===== config.mk =====
export PLATFORM = sky130hd
export DESIGN_NAME = parity_scrub_ctrl
export DESIGN_NICKNAME = d
export VERILOG_FILES = /design/src/rtl/parity_pkg.sv /design/src/rtl/parity_calc.sv /design/src/rtl/parity_scrub_ctrl.sv
export SDC_FILE = /design/constraint.sdc
export NUM_CORES = 1
export LEC_CHECK = 0
export ABC_CLOCK_PERIOD_IN_PS = 3500
export CAP_MARGIN = 20
export CORE_ASPECT_RATIO = 0.6
export CORE_MARGIN = 10
export CORE_UTILIZATION = 40
export CTS_CLUSTER_SIZE = 25
export DETAILED_ROUTE_END_ITERATION = 7
export PLACE_DENSITY = 0.63
export SYNTH_ARGS = -nofsm -noshare
export SYNTH_HDL_FRONTEND = slang
export SYNTH_SLANG_ARGS = --single-unit
export TNS_END_PERCENT = 1

===== constraint.sdc =====
create_clock -name i_clk -period 3.5 [get_ports i_clk]
set_clock_uncertainty 0.2 [all_clocks]
set_input_delay 0.875 -clock i_clk [delete_from_list [all_inputs] [get_ports i_clk]]
set_output_delay 0.875 -clock i_clk [all_outputs]
set_load 0.01 [all_outputs]

===== src/rtl/parity_pkg.sv =====
// -----------------------------------------------------------------------------
// parity_pkg
// Shared types and helpers for the parity-protected storage controller.
//   state_t      : scrub engine state {IDLE, SCRUB}
//   even_parity  : XOR-reduction of a zero-extended vector
//   STORE_W      : stored entry width (data + one parity bit) at default DATA_W
// -----------------------------------------------------------------------------
package parity_pkg;

    localparam int unsigned DEF_DATA_W         = 4;
    localparam int unsigned DEF_DEPTH          = 16;
    localparam int unsigned DEF_SCRUB_INTERVAL = 64;
    localparam int unsigned DEF_ERR_CNT_W      = 8;
    localparam int unsigned STORE_W            = DEF_DATA_W + 1;

    // Widest data word even_parity accepts; zero padding does not change parity.
    localparam int unsigned PAR_MAX_W = 64;

    typedef enum logic {
        IDLE  = 1'b0,
        SCRUB = 1'b1
    } state_t;

    function automatic logic even_parity(input logic [PAR_MAX_W-1:0] i_vec);
        return ^i_vec;
    endfunction

endpackage


===== src/rtl/parity_calc.sv =====
// -----------------------------------------------------------------------------
// parity_calc
// Combinational even-parity generate/check: o_par_c = ^i_data ^ i_par.
//   On the write path i_par is the inject hook, so o_par_c is the parity bit
//   to store. On the check path i_par is the stored parity bit, so o_par_c is
//   the entry error flag (1 = error).
// Ports:
//   i_data  [DATA_W]  data word
//   i_par   1         parity bit / inject bit
//   o_par_c 1         combined parity (combinational)
// -----------------------------------------------------------------------------
module parity_calc
    import parity_pkg::*;
#(
    parameter int unsigned DATA_W = DEF_DATA_W
) (
    input  logic [DATA_W-1:0] i_data,
    input  logic              i_par,
    output logic              o_par_c
);

    assign o_par_c = even_parity(PAR_MAX_W'(i_data)) ^ i_par;

endmodule


===== src/rtl/parity_scrub_ctrl.sv =====
// -----------------------------------------------------------------------------
// parity_scrub_ctrl
// Parity-protected register storage with host write/read ports and a
// background scrub engine that periodically re-checks every entry.
// Single storage port arbitration: write > host read > scrub.
// Ports:
//   i_clk, i_rst                      clock, synchronous active-high reset
//   i_wr_valid/o_wr_ready             host write (never stalls)
//   i_wr_addr, i_wr_data, i_err_inject write address/data, parity-invert hook
//   i_rd_valid/o_rd_ready, i_rd_addr  host read (ready = no write this cycle)
//   o_rd_resp_valid/_data/_err        read response, one cycle after accept
//   i_scrub_en, o_scrub_busy          scrub enable, pass in progress
//   o_err_count                       saturating total error count
//   o_err_addr, o_err_irq, i_irq_clr  first-error address, sticky irq, clear
// -----------------------------------------------------------------------------
module parity_scrub_ctrl
    import parity_pkg::*;
#(
    parameter  int unsigned DATA_W         = DEF_DATA_W,
    parameter  int unsigned DEPTH          = DEF_DEPTH,
    parameter  int unsigned SCRUB_INTERVAL = DEF_SCRUB_INTERVAL,
    parameter  int unsigned ERR_CNT_W      = DEF_ERR_CNT_W,
    localparam int unsigned AW             = $clog2(DEPTH)
) (
    input  logic                 i_clk,
    input  logic                 i_rst,
    input  logic                 i_wr_valid,
    output logic                 o_wr_ready,
    input  logic [AW-1:0]        i_wr_addr,
    input  logic [DATA_W-1:0]    i_wr_data,
    input  logic                 i_err_inject,
    input  logic                 i_rd_valid,
    output logic                 o_rd_ready,
    input  logic [AW-1:0]        i_rd_addr,
    output logic                 o_rd_resp_valid,
    output logic [DATA_W-1:0]    o_rd_resp_data,
    output logic                 o_rd_resp_err,
    input  logic                 i_scrub_en,
    output logic                 o_scrub_busy,
    output logic [ERR_CNT_W-1:0] o_err_count,
    output logic [AW-1:0]        o_err_addr,
    output logic                 o_err_irq,
    input  logic                 i_irq_clr
);

    localparam int unsigned ST_W  = DATA_W + 1;
    localparam int unsigned CNT_W = $clog2(SCRUB_INTERVAL);

    // Entry layout: {parity, data}
    logic [ST_W-1:0]      r_mem [DEPTH];

    state_t               r_state;
    logic [CNT_W-1:0]     r_interval;
    logic [AW-1:0]        r_scrub_ptr;
    logic                 r_scrub_busy;

    logic                 r_rd_resp_valid;
    logic [DATA_W-1:0]    r_rd_resp_data;
    logic                 r_rd_resp_err;

    logic [ERR_CNT_W-1:0] r_err_count;
    logic [AW-1:0]        r_err_addr;
    logic                 r_err_irq;

    logic                 w_rd_fire;
    logic                 w_scrub_fire;
    logic [AW-1:0]        w_chk_addr;
    logic [ST_W-1:0]      w_chk_entry;
    logic                 w_chk_err;
    logic                 w_err_evt;
    logic                 w_wr_par;

    // Port arbitration: a write blocks both the host read and the scrub check.
    assign w_rd_fire    = i_rd_valid && !i_wr_valid;
    assign w_scrub_fire = (r_state == SCRUB) && !i_wr_valid && !w_rd_fire;
    assign w_chk_addr   = w_rd_fire ? i_rd_addr : r_scrub_ptr;
    assign w_chk_entry  = r_mem[w_chk_addr];
    assign w_err_evt    = (w_rd_fire || w_scrub_fire) && w_chk_err;

    parity_calc #(.DATA_W(DATA_W)) u_wr_par (
        .i_data  (i_wr_data),
        .i_par   (i_err_inject),
        .o_par_c (w_wr_par)
    );

    parity_calc #(.DATA_W(DATA_W)) u_chk_par (
        .i_data  (w_chk_entry[DATA_W-1:0]),
        .i_par   (w_chk_entry[DATA_W]),
        .o_par_c (w_chk_err)
    );

    // Storage array; a write always regenerates parity, repairing bad entries.
    always_ff @(posedge i_clk) begin
        if (i_rst) begin
            for (int unsigned i = 0; i < DEPTH; i++) begin
                r_mem[i] <= '0;
            end
        end else if (i_wr_valid) begin
            r_mem[i_wr_addr] <= {w_wr_par, i_wr_data};
        end
    end

    // Host read response
    always_ff @(posedge i_clk) begin
        if (i_rst) begin
            r_rd_resp_valid <= 1'b0;
            r_rd_resp_data  <= '0;
            r_rd_resp_err   <= 1'b0;
        end else begin
            r_rd_resp_valid <= w_rd_fire;
            if (w_rd_fire) begin
                r_rd_resp_data <= w_chk_entry[DATA_W-1:0];
                r_rd_resp_err  <= w_chk_err;
            end
        end
    end

    // Error log; a new error outranks irq_clr and re-captures the address.
    always_ff @(posedge i_clk) begin
        if (i_rst) begin
            r_err_count <= '0;
            r_err_addr  <= '0;
            r_err_irq   <= 1'b0;
        end else if (w_err_evt) begin
            if (r_err_count != {ERR_CNT_W{1'b1}}) begin
                r_err_count <= r_err_count + ERR_CNT_W'(1);
            end
            if (!r_err_irq || i_irq_clr) begin
                r_err_addr <= w_chk_addr;
            end
            r_err_irq <= 1'b1;
        end else if (i_irq_clr) begin
            r_err_irq <= 1'b0;
        end
    end

    // Scrub engine: interval counter in IDLE, stall-able walk in SCRUB.
    always_ff @(posedge i_clk) begin
        if (i_rst) begin
            r_state      <= IDLE;
            r_interval   <= '0;
            r_scrub_ptr  <= '0;
            r_scrub_busy <= 1'b0;
        end else begin
            case (r_state)
                IDLE: begin
                    if (!i_scrub_en) begin
                        r_interval <= '0;
                    end else if (r_interval == CNT_W'(SCRUB_INTERVAL - 1)) begin
                        r_interval   <= '0;
                        r_scrub_ptr  <= '0;
                        r_scrub_busy <= 1'b1;
                        r_state      <= SCRUB;
                    end else begin
                        r_interval <= r_interval + CNT_W'(1);
                    end
                end
                SCRUB: begin
                    if (w_scrub_fire) begin
                        if (r_scrub_ptr == AW'(DEPTH - 1)) begin
                            r_scrub_ptr  <= '0;
                            r_scrub_busy <= 1'b0;
                            r_state      <= IDLE;
                        end else begin
                            r_scrub_ptr <= r_scrub_ptr + AW'(1);
                        end
                    end
                end
                default: begin
                    r_state      <= IDLE;
                    r_scrub_busy <= 1'b0;
                end
            endcase
        end
    end

    assign o_wr_ready      = 1'b1;
    assign o_rd_ready      = !i_wr_valid;
    assign o_rd_resp_valid = r_rd_resp_valid;
    assign o_rd_resp_data  = r_rd_resp_data;
    assign o_rd_resp_err   = r_rd_resp_err;
    assign o_scrub_busy    = r_scrub_busy;
    assign o_err_count     = r_err_count;
    assign o_err_addr      = r_err_addr;
    assign o_err_irq       = r_err_irq;

endmodule


==> run_1/wires.png <==
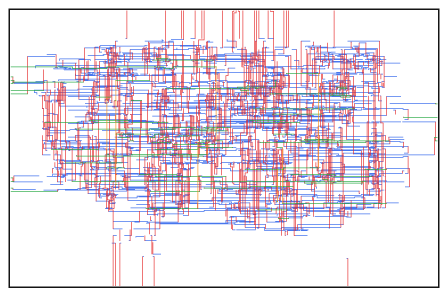
metal 3 -> green  # wire length 1310 um
metal 1 -> blue  # wire length 7820 um
metal 2 -> red  # wire length 6670 um
metal 4 -> orange  # wire length 204 um

==> run_1/detail.png <==
Region (66, 14) to (106, 54) um. Cells in gray, sequential cells in the stronger gray; small squares are vias.
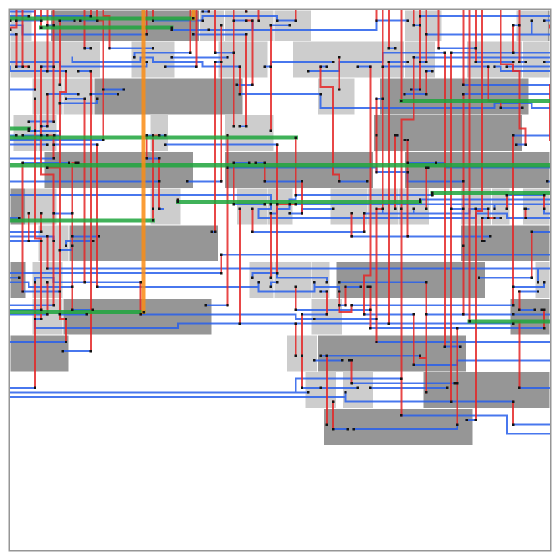
metal 1 -> blue
metal 4 -> orange
metal 3 -> green
metal 2 -> red
sequential cells in the window = 14
cells with their middle in the window = 55
netlist names of flops here include = `r_mem` (14)
most frequent = and2_1 (14), edfxtp_1 (14), buf_4 (7)

==> impl_metrics.tcl, run 1 <==
# place-and-route summary
set metrics [dict create \
    status "finished with violations" \
    violations "setup timing" \
    die_width_um 173 \
    design.die.area_mm2 0.0193 \
    grt_antenna_before_repair 0 \
    post_cts_buffers 9 \
    groute.usage.overall_pct 16.6 \
    worstSetupStartpointType "primary input" \
    layout_setup_ws_ns -0.205 \
    synth_flops 111 \
    post_synth_most_frequent_cells "sky130_fd_sc_hd__edfxtp_1, sky130_fd_sc_hd__and2_1, sky130_fd_sc_hd__nor2_1" \
    setup-violations-final 13 \
    synth.top_cell.area_share_pct 42.9 \
    synth.lib_cells_used.distinct 59 \
    placement.setup.worst_slack_ns -1.11 \
    timing.final.crit_period_ns 3.71 \
    rsz_0062_raised_after_global_routing "yes" \
    async_reset_ff_share_pct 0 \
    finalCoreUtilization_pct 52.9 \
    critPathCaptureType "flip-flop" \
    hold-worst-slack_ns 0.265 \
    floorplan.rows 33 \
    drive_above_1_share_pct 24.8 \
    cellPowerDensity_mw_per_mm2 435 \
    floorplanUtilization_pct 41.0 \
    antennaDiodeCount 0 \
    wl_per_cell_um 19.7 \
    slew_headroom_pct 56.9 \
    mappedNetlistNets 532 \
    worst_path_most_repeated_cell "sky130_fd_sc_hd__buf_12" \
    synth-area-yosys_mm2 0.00561 \
    grt_pass1_vias 4461 \
    synth.area.top_cells "sky130_fd_sc_hd__edfxtp_1, sky130_fd_sc_hd__dfxtp_1, sky130_fd_sc_hd__and2_1, sky130_fd_sc_hd__mux4_2, sky130_fd_sc_hd__nor2_1" \
    ant_nets 0 \
    stdcell_count 813 \
    placement.io_buffers 39 \
    path_clk_slew_ns 0.07 \
    dp.cells 786 \
    drt_iter0_drc 489 \
    vdd_ir_drop_max_uv 238 \
    grt_pass1_wl_um 25200 \
    slew_viol_final 0 \
    timing_worst_slew_pin_value_ns 0.640 \
    tritoncts "done" \
    timing.critical_path.fanout_max 7 \
    post_dp_cell_area_mm2 0.00670 \
    post_synth_seq_share_pct 53.9 \
    synth_dominant_cell_count "sky130_fd_sc_hd__edfxtp_1" \
    p_leak_uw 0.00267 \
    synthFlopType "sky130_fd_sc_hd__edfxtp_1" \
    cts-root-to-sink-buffers 2 \
    syn2layout_area_growth_pct 29.0 \
    cp_slowest_stage_delay_ns 0.50 \
    cts-buffers-inserted 9 \
    synth-edff-count 80 \
    drt_pre_antenna_iters 5 \
    hold_path.class "reg -> reg" \
    yosys_synthesis_warning_count 0 \
    cts.sinks 111 \
    worst-endpoint-required_ns 3.60 \
    gp_weighted_congestion 0.930 \
    num-fill-cells 1198 \
    critical_path_arrival_ns 3.81 \
    final.setup.tns_ns -1.93 \
    timing.final.crit_share_pct 106 \
    cts.hold.buffers_added 0 \
    core_area_mm2 0.0137 \
    timing.critical_path.buf_inv 4 \
    design_area_mm2 0.00723 \
    yosys_cells 510 \
    crit_slowest_cell "sky130_fd_sc_hd__mux4_2" \
    finalNetCount 638 \
    clockRootBuffer "sky130_fd_sc_hd__clkbuf_16" \
    average_vias_per_placed_instance 5.55 \
    totalPowerFinal_uw 3150 \
    max_clock_freq_ghz 0.270 \
    yosysTopAreaCell "sky130_fd_sc_hd__edfxtp_1" \
    lay_top_count "sky130_fd_sc_hd__buf_4" \
    cts.repair.resized 38 \
    log.warning_count 29 \
    drc 0 \
]
==> run_1/layer_met3.png <==
Bar = 50 um.
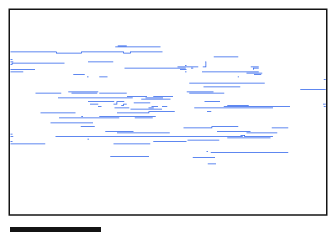
longest straight run = 102 um
main direction = horizontal
number of vias after detailed routing: 4511
GR Layer Usage met3: 4.35%
total wirelength of the detailed-routed design: 16000 um

[run 1: layout make-up]
type	count	area share, %
clock buffer	9	3.11
sequential	111	41.8
multi-input combinational	357	34.6
clock inverter	7	0.779
inverter	7	0.363
timing repair buffer	130	16.1
tap	192	3.32
[run 1: cell families after synthesis]
family          Yosys count  synth area share, %
simple gates            227                 21.6
flops                   111                 53.9
compound gates           91                 11.5
buf+inv                  42                 3.55
mux                      27                 7.03
xor+xnor                  8                 1.63
fa+ha+maj                 3                0.670
other cells               1               0.0669
[run 1: report_power, final]
group / internal, uW / switching [uW]
registers: 1480 / 44.4
clock network: 493 / 494
logic: 322 / 312
[run 1: worst paths after layout]
kind | startpoint | end | cells after the start | slack, ns
worst min register to register | o_rd_resp_data[0]$_SDFFE_PP0N_ | o_rd_resp_data[0]$_SDFFE_PP0N_ | 2 | 0.26
worst max-delay path | i_wr_valid | o_err_count[7]$_SDFFE_PP0P_ | 13 | -0.21
worst min-delay path | o_rd_resp_data[0]$_SDFFE_PP0N_ | o_rd_resp_data[0]$_SDFFE_PP0N_ | 2 | 0.26
worst max register to register | r_scrub_ptr[0]$_SDFFE_PP0P_ | o_err_count[7]$_SDFFE_PP0P_ | 10 | 0.24
[run 1: per-layer routing]
metal	GRT usage, %	part of all wire, %	vias up	wire length (um)
met3	4.35	8.2	21	1310
li1	-	-	2100	-
met1	24.7	49	2237	7820
met4	4.63	1.3	0	204
met5	0	0	-	0
met2	23.0	42	153	6670
[run 1: flip-flops by register name, indices dropped and copies added (netlist names)]
register	flops
o_err_irq	1
o_scrub_busy	1
r_interval	6
o_rd_resp_data	4
r_state	1
r_scrub_ptr	4
o_err_count	8
o_rd_resp_valid	1
o_rd_resp_err	1
o_err_addr	4
r_mem	80
==> run 2, diff against run 1 <==
- CORE_ASPECT_RATIO: 0.6 -> 1.5
==> run_2/wires.png <==
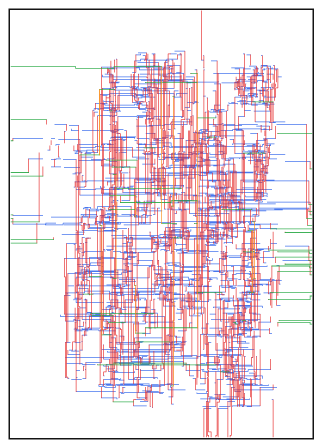
metal 3 -> green  # wire length 708 um
metal 1 -> blue  # wire length 5700 um
metal 4 -> orange  # wire length 437 um
metal 2 -> red  # wire length 7900 um

==> impl_metrics.tcl, run 2 <==
# place-and-route summary
set metrics [dict create \
    syn2layout_area_growth_pct 28.4 \
    nClkBuffers 9 \
    setup-violations-final 13 \
    inverters_excl_clock 7 \
    drt_iter0_drc 240 \
    post_synth_seq_share_pct 53.9 \
    layout_setup_ws_ns -0.214 \
    grt_pass1_vias 4483 \
    critPathCaptureType "flip-flop" \
    hold-worst-slack_ns 0.267 \
    timing_worst_slew_pin_value_ns 0.722 \
    cts-buffers-inserted 9 \
    synth-edff-count 80 \
    stdcell_count 775 \
    wl_per_cell_um 19.0 \
    synth.top_cell.area_share_pct 42.9 \
    drive_above_1_share_pct 25.8 \
    synth_flops 111 \
    yosys_synthesis_warning_count 0 \
    flop-count 111 \
    crit_slowest_cell "sky130_fd_sc_hd__xnor3_2" \
    die_width_um 117 \
    seq_area_share_pct 42.0 \
    timing.critical_path.from "i_wr_valid" \
    timing.final.crit_period_ns 3.71 \
    drt_pre_antenna_iters 4 \
    top_area_cell_class "sequential cells" \
    synth.lib_cells_used.distinct 59 \
    buffers 122 \
    synth_dominant_cell_count "sky130_fd_sc_hd__edfxtp_1" \
    lay_top_count "sky130_fd_sc_hd__edfxtp_1" \
    synth-area-yosys_mm2 0.00561 \
    groute.usage.overall_pct 15.9 \
    timing.critical_path.buf_inv 4 \
    status "finished with violations" \
    layout.comb_gates.multi_input 357 \
    post_synth_most_frequent_cells "sky130_fd_sc_hd__edfxtp_1, sky130_fd_sc_hd__and2_1, sky130_fd_sc_hd__nor2_1" \
    clockRootBuffer "sky130_fd_sc_hd__clkbuf_16" \
    timing.critical_path.fanout_max 6 \
    mappedNetlistNets 532 \
    log.warning_count 29 \
    ant_nets 0 \
    cts.sinks 111 \
    max_flop_register "r_mem" \
    final.setup.tns_ns -1.38 \
    path_clk_slew_ns 0.08 \
    floorplanUtilization_pct 41.2 \
    dp.cells 753 \
    tap_cells 162 \
    violations "setup timing" \
    hold_path.class "reg -> reg" \
    design.die.area_mm2 0.0192 \
    finalNetCount 630 \
    cts.hold.buffers_added 0 \
    drc 0 \
    average_vias_per_placed_instance 5.55 \
    yosys_cells 510 \
    synthFlopType "sky130_fd_sc_hd__edfxtp_1" \
    clock_area_share_pct 4.02 \
    cp_slowest_stage_delay_ns 0.44 \
    timing.final.crit_share_pct 106 \
    critical_path_arrival_ns 3.75 \
    placement.setup.worst_slack_ns -1.08 \
    finalCoreUtilization_pct 52.9 \
]
==> run_2/layer_met3.png <==
Bar = 20 um.
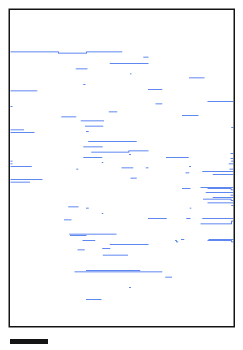
wire length on this layer = 708 um
longest straight run = 45.5 um
share of all routed wire = 4.8%
GR Layer Usage met3: 3.34%
total wirelength of the detailed-routed design: 14700 um
number of vias after detailed routing: 4299

run 2: cell counts after synthesis:
Identical to the previous run, type by type.
run 2: per-layer routing:
layer	share of wire [%]	GRT usage [%]
met5	0	0
met4	3.0	7.05
met3	4.8	3.34
met2	54	29.1
met1	39	17.0
run 2: worst register-to-register path: stages, from the launching register on:
cell                        delay, ns
sky130_fd_sc_hd__dfxtp_1         0.52
sky130_fd_sc_hd__buf_4           0.23
sky130_fd_sc_hd__nand2b_1        0.08
sky130_fd_sc_hd__mux2_2          0.30
sky130_fd_sc_hd__o221ai_1        0.18
sky130_fd_sc_hd__o2bb2ai_1       0.14
sky130_fd_sc_hd__a211oi_2        0.25
sky130_fd_sc_hd__xnor3_2         0.42
sky130_fd_sc_hd__xor2_2          0.19
sky130_fd_sc_hd__bufbuf_16       0.29
sky130_fd_sc_hd__o311ai_2        0.24
sky130_fd_sc_hd__o41ai_1         0.14
run 2: where the power goes:
part,internal (uW),total [uW],switching (uW)
clock network,498,999,501
registers,1480,1510,36.0
logic,336,640,304
total,2310,3150,841
run 2: cell families (layout without fill, tap and decap cells):
family / after synthesis / in the layout / synth area share, %
AOI/OAI and AO/OA: 91 / 91 / 11.5
xor gates and xnor gates: 8 / 8 / 1.63
adders and majority gates: 3 / 3 / 0.670
buffers and inverters: 42 / 145 / 3.55
DFF: 111 / 111 / 53.9
muxes: 27 / 27 / 7.03
other: 1 / 1 / 0.0669
and+or+nand+nor: 227 / 227 / 21.6
run 2: worst paths after layout:
path / depth (start not counted) / end / slack (ns)
max: 13 / o_err_count[6]$_SDFFE_PP0P_ / -0.21
min: 2 / o_rd_resp_data[0]$_SDFFE_PP0N_ / 0.27
max reg2reg: 11 / o_err_count[6]$_SDFFE_PP0P_ / 0.21
min reg2reg: 2 / o_rd_resp_data[0]$_SDFFE_PP0N_ / 0.27
No activity file was given, so power comes from the tool's default toggle rates.
